File: config.mk
export PLATFORM = sky130hd
export DESIGN_NAME = pipe_stage_skid
export DESIGN_NICKNAME = d
export VERILOG_FILES = /design/src/rtl/pipe_stage_skid.sv
export SDC_FILE = /design/constraint.sdc
export NUM_CORES = 1
export LEC_CHECK = 0
export CORE_ASPECT_RATIO = 0.8
export CORE_UTILIZATION = 55
export DETAILED_ROUTE_END_ITERATION = 6
export PLACE_DENSITY = 0.84
export SYNTH_ARGS = -nofsm -noshare
export SYNTH_HDL_FRONTEND = slang
export SYNTH_SLANG_ARGS = --single-unit
export TNS_END_PERCENT = 5
File: constraint.sdc
create_clock -name CLK -period 3.12 [get_ports CLK]
set_clock_uncertainty 0.1 [all_clocks]
set_input_delay 0.312 -clock CLK [delete_from_list [all_inputs] [get_ports CLK]]
set_output_delay 0.312 -clock CLK [all_outputs]
set_load 0.01 [all_outputs]
File: src/rtl/pipe_stage_skid.sv
// pipe_stage_skid: pipeline-stage register with a valid/ready handshake and a
// two-entry skid buffer (main register = head, skid register = second entry).
//
// Handshake: an item moves upstream->stage when in_valid & in_ready (acc), and
// stage->downstream when out_valid & out_ready (fire). in_valid/in_data must
// be held by upstream until accepted; out_valid/out_data are held by the stage
// until consumed. in_ready is a register, so there is no combinational path
// from out_ready to in_ready.
//
// Optional build macro PIPE_STAGE_PERF_EN adds the saturating stall_cnt and
// full_cnt performance counters (and their ports). Without it, the counter
// ports and logic are absent and the handshake is identical.
//
// The FSM state is visible on the occupancy port (EMPTY=0, ONE=1, TWO=2).

module pipe_stage_skid #(
  parameter int                 WIDTH  = 32,
  parameter logic [WIDTH-1:0]   BUBBLE = '0,
  parameter int                 CNT_W  = 32
) (
  input  logic             CLK,
  input  logic             nRST,
  input  logic             flush,
  input  logic             in_valid,
  output logic             in_ready,
  input  logic [WIDTH-1:0] in_data,
  output logic             out_valid,
  input  logic             out_ready,
  output logic [WIDTH-1:0] out_data,
  output logic [1:0]       occupancy
`ifdef PIPE_STAGE_PERF_EN
  ,
  output logic [CNT_W-1:0] stall_cnt,
  output logic [CNT_W-1:0] full_cnt
`endif
);

  // State encoding doubles as the occupancy count.
  typedef enum logic [1:0] {
    EMPTY = 2'd0,
    ONE   = 2'd1,
    TWO   = 2'd2
  } state_e;

  state_e           state_q, state_d;
  logic [WIDTH-1:0] main_q,  main_d;
  logic [WIDTH-1:0] skid_q,  skid_d;
  logic             out_valid_q, out_valid_d;
  logic             in_ready_q,  in_ready_d;

  logic acc;
  logic fire;

  assign acc  = in_valid & in_ready_q;
  assign fire = out_valid_q & out_ready;

  // Next-state and next-payload selection; flush overrides any handshake.
  always_comb begin
    state_d = state_q;
    main_d  = main_q;
    skid_d  = skid_q;

    if (flush) begin
      // A same-cycle acc is squashed; a same-cycle fire was already consumed.
      state_d = EMPTY;
      main_d  = BUBBLE;
      skid_d  = BUBBLE;
    end else begin
      unique case (state_q)
        EMPTY: begin
          if (acc) begin
            state_d = ONE;
            main_d  = in_data;
          end
        end
        ONE: begin
          if (acc && fire) begin
            state_d = ONE;
            main_d  = in_data;
          end else if (acc) begin
            state_d = TWO;
            skid_d  = in_data;
          end else if (fire) begin
            state_d = EMPTY;
            main_d  = BUBBLE;
          end
        end
        TWO: begin
          // in_ready is low here, so acc cannot occur.
          if (fire) begin
            state_d = ONE;
            main_d  = skid_q;
            skid_d  = BUBBLE;
          end
        end
        default: begin
          // Unreachable encoding: recover to a clean empty stage.
          state_d = EMPTY;
          main_d  = BUBBLE;
          skid_d  = BUBBLE;
        end
      endcase
    end

    // Handshake outputs are registered copies of the next state's decode.
    out_valid_d = (state_d != EMPTY);
    in_ready_d  = (state_d != TWO);
  end

  // Stage registers; asynchronous reset discards every held entry at once.
  always_ff @(posedge CLK or negedge nRST) begin
    if (!nRST) begin
      state_q     <= EMPTY;
      main_q      <= BUBBLE;
      skid_q      <= BUBBLE;
      out_valid_q <= 1'b0;
      in_ready_q  <= 1'b1;
    end else begin
      state_q     <= state_d;
      main_q      <= main_d;
      skid_q      <= skid_d;
      out_valid_q <= out_valid_d;
      in_ready_q  <= in_ready_d;
    end
  end

  assign in_ready  = in_ready_q;
  assign out_valid = out_valid_q;
  assign out_data  = main_q;
  assign occupancy = state_q;

`ifdef PIPE_STAGE_PERF_EN
  localparam logic [CNT_W-1:0] CNT_MAX = '1;

  logic [CNT_W-1:0] stall_cnt_q, stall_cnt_d;
  logic [CNT_W-1:0] full_cnt_q,  full_cnt_d;

  // Saturating event counters; flush deliberately leaves them untouched.
  always_comb begin
    stall_cnt_d = stall_cnt_q;
    full_cnt_d  = full_cnt_q;
    if (out_valid_q && !out_ready && (stall_cnt_q != CNT_MAX)) begin
      stall_cnt_d = stall_cnt_q + 1'b1;
    end
    if (in_valid && !in_ready_q && (full_cnt_q != CNT_MAX)) begin
      full_cnt_d = full_cnt_q + 1'b1;
    end
  end

  // Counter registers, cleared only by reset.
  always_ff @(posedge CLK or negedge nRST) begin
    if (!nRST) begin
      stall_cnt_q <= '0;
      full_cnt_q  <= '0;
    end else begin
      stall_cnt_q <= stall_cnt_d;
      full_cnt_q  <= full_cnt_d;
    end
  end

  assign stall_cnt = stall_cnt_q;
  assign full_cnt  = full_cnt_q;
`endif

  // Structural invariants of the stage.
  a_bubble_when_idle : assert property (@(posedge CLK) disable iff (!nRST)
    !out_valid_q |-> (main_q == BUBBLE));
  a_state_legal : assert property (@(posedge CLK) disable iff (!nRST)
    state_q != 2'd3);
  a_ready_matches_state : assert property (@(posedge CLK) disable iff (!nRST)
    in_ready_q == (state_q != TWO));

endmodule

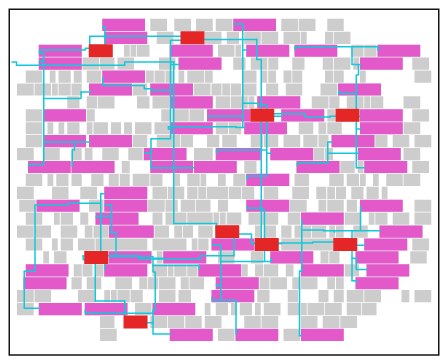
*Clock network drawn from the DEF*
clock wires: shown in cyan, length 834 um. cells driving clock nets: shown in red, count 9. flip-flops: shown in magenta, count 68.
There are 10 routed clock nets. Position of the flops: spread over the die.

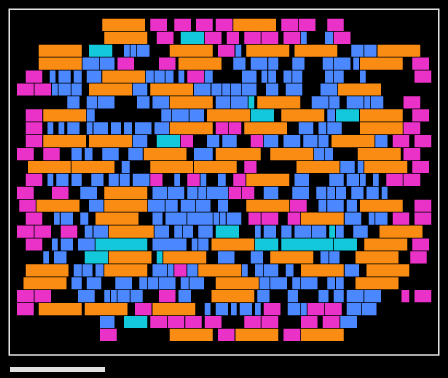
*Placement by cell class*
Scale bar: 20 um.
all other logic: shown in blue, cells 216, share of their area 36%. other buffers and delay cells: shown in magenta, cells 87, share of their area 20%. clock drivers and dummy loads: shown in cyan, cells 15, share of their area 4.9%. flip-flops: shown in orange, cells 68, share of their area 40%.

==> flow_summary.ini <==
; implementation run metrics
[status]
status = complete, no violations

[final_layout]
fin_area_sq_um = 4362
layout.nets = 419
antennaDiodeCount = 0
area_delta_synth_final_pct = 27.65
post-route-util_pct = 73.39
drive_gt1_share_pct = 9.585

[clock_network]
cts_max_path_buffers = 2
path_clk_slew_ns = 0.07
cts.sinks = 68
cts_root_buf = clkbuf_8
numCtsBuffers = 9
clk_latency_ns = 0.35
cts.repair.resized = 0
post_cts_buffers = 0
htree_levels = 3
holdBufCountCts = 1
tritoncts = built

[floorplanning]
dieArea_sq_um = 6534
fp.dieH_um = 72.50
fp.dieW_um = 90.13
rows = 25
io_pins = 73
initCoreUtil_pct = 57.49
coreArea_sq_um = 5943

[placed_design]
dp_slack_ns = 0.5953
hpwlAfterDp_um = 5518
dpl_cell_area_sq_um = 4143
place_inst = 451
place_congestion = 0.7904

[yosys]
synth_seq_share_pct = 49.84
synth_cell_type_count = 32
async_reset_ff_share_pct = 100.0
synth.cell_area_sq_um = 3417
edf_count = 0
yosys-stat-cells = 321
ys.flop_type = dfrtp_1
syn_nets = 358
synth_flops = 68
yosysTopAreaCellShare_pct = 49.07
synthTopCellsByArea = dfrtp_1, mux2i_1, a22o_1, a22oi_1, o22ai_1
syn_inst = 321
yosys_area_sq_um = 3417
yosys.area.top_type = dfrtp_1
yosysWarnings = 0

[sta]
hold_viol_final = 0
finalSetupViolations = 0
tightest_slew_ns = 0.9145
finalSetupTns_ns = 0
setup_ws_ns = 0.5710
slew_headroom_pct = 39.03
max_freq_mhz = 392.3
period_minus_slack_ns = 2.549

[global_route]
grt_pass1_vias = 2774
grt_overflow_total = 0
grt_start_max_net_pins = 38
track_usage_pct = 27.60
antenna_found_initial = 0
grt_pass1_wl_um = 13890

[detailed_routing]
routedWlPerCell_um = 18.61
drtAntennaViolNets = 0
dr.first_iter.drc_count = 250
via_count = 2917
routed_via_density = 6.246
wl_um = 8691
firstDrtPassIters = 5

[power_and_ir_drop]
p_leak_uw = 0.001803
peakVddDrop_v = 0.0003959
p_per_area_nw_per_um2 = 555.0

[worst_setup_path]
reg2reg_depth = 5
cp_slowest_cell = dfrtp_2
critPathMaxStageDelay_ns = 0.71
worstPathCellList = buf_4 -> clkdlybuf4s50_1
worstPathRequired_ns = 2.71
crit_fanout = 22
end_kind = output port
arrival_ns = 2.14

[worst_hold_path]
holdPathStages = 1
hold_class = register to register

[job]
tool_warnings = 26
cap_viol_max_count = 0
==> layout by cell type (no fill, tap or decap), types with 3 or more instances in the layout <==
master / n
clkdlybuf4s50_1: 71
mux2i_1: 32
a22oi_1: 32
buf_4: 14
o22ai_1: 32
dfrtp_1: 66
clkbuf_8: 10
clkbuf_1: 3
a22o_1: 32
nor2_1: 36
nand3_1: 31
==> flip-flops by register name, indices dropped and copies added, names as in the netlist <==
| name | count |
|---|---|
| in_ready | 1 |
| out_data | 32 |
| skid_q | 32 |
| out_valid | 1 |
| occupancy | 2 |
==> worst paths after layout <==
| check | from | to | slack [ns] |
|---|---|---|---|
| worst max-delay path | occupancy[1] | occupancy[1] | 0.57 |
| worst min-delay path | skid_q[17] | skid_q[17] | 0.41 |
| worst max register to register | occupancy[0] | out_data[13] | 0.67 |
| worst min register to register | skid_q[17] | skid_q[17] | 0.41 |
| max in group asynchronous | nRST | skid_q[18] | 1.69 |
| min in group asynchronous | nRST | skid_q[9] | 0.48 |
==> report_power, final <==
part	switching, uW	total, uW	internal (uW)
Sequential	68.5	1020	954
Clock	317	786	469
Combinational	328	613	285
==> worst max-delay path: cells and delay by family, from the launching register on <==
kind | cells | cell delay (ns)
flip-flops | 1 | 0.71
buffers and inverters | 2 | 1.07
==> through the flow <==
stage / hold WS, ns / total power, uW
final: 0.4131 / 2421
after global placement: 0.3236 / 1627
after global routing: 0.4251 / 2523
after detailed placement: 0.3254 / 1641
after CTS: 0.4126 / 2428
after floorplan: -0.08359 / 1388
==> cell type report <==
class	count	area [sq um]
sequential	68	1704
tap	81	101.3
clock inverter	2	60.06
multi-input combinational	216	1516
fill	425	1582
timing repair buffer	87	830.8
clock buffer	13	148.9
==> per-layer routing <==
metal  GRT usage, %  wire [um]  vias up
li1               -          -     1338
met1          38.99       3894     1416
met2          42.07       4021      151
met3          6.813        665       12
met4          9.498        110        0
met5              0          0        -
==> synthesized netlist by cell type (3+ instances only) <==
| master | count |
|---|---|
| nor2_1 | 36 |
| o22ai_1 | 32 |
| buf_6 | 3 |
| a21oi_1 | 3 |
| mux2i_1 | 32 |
| clkbuf_1 | 15 |
| dfrtp_1 | 67 |
| buf_4 | 7 |
| buf_2 | 11 |
| a22oi_1 | 32 |
| a22o_1 | 32 |
| nand3_1 | 31 |
==> cells by family (layout without fill, tap and decap cells) <==
group	Yosys count	count (layout)	share of synthesized area, %
buf+inv	37	102	5.895
compound gates	105	105	23.43
simple gates	77	77	10.95
xor+xnor	2	2	0.5127
mux	32	32	9.374
flops	68	68	49.84
Power is estimated from default activity; no workload was simulated.
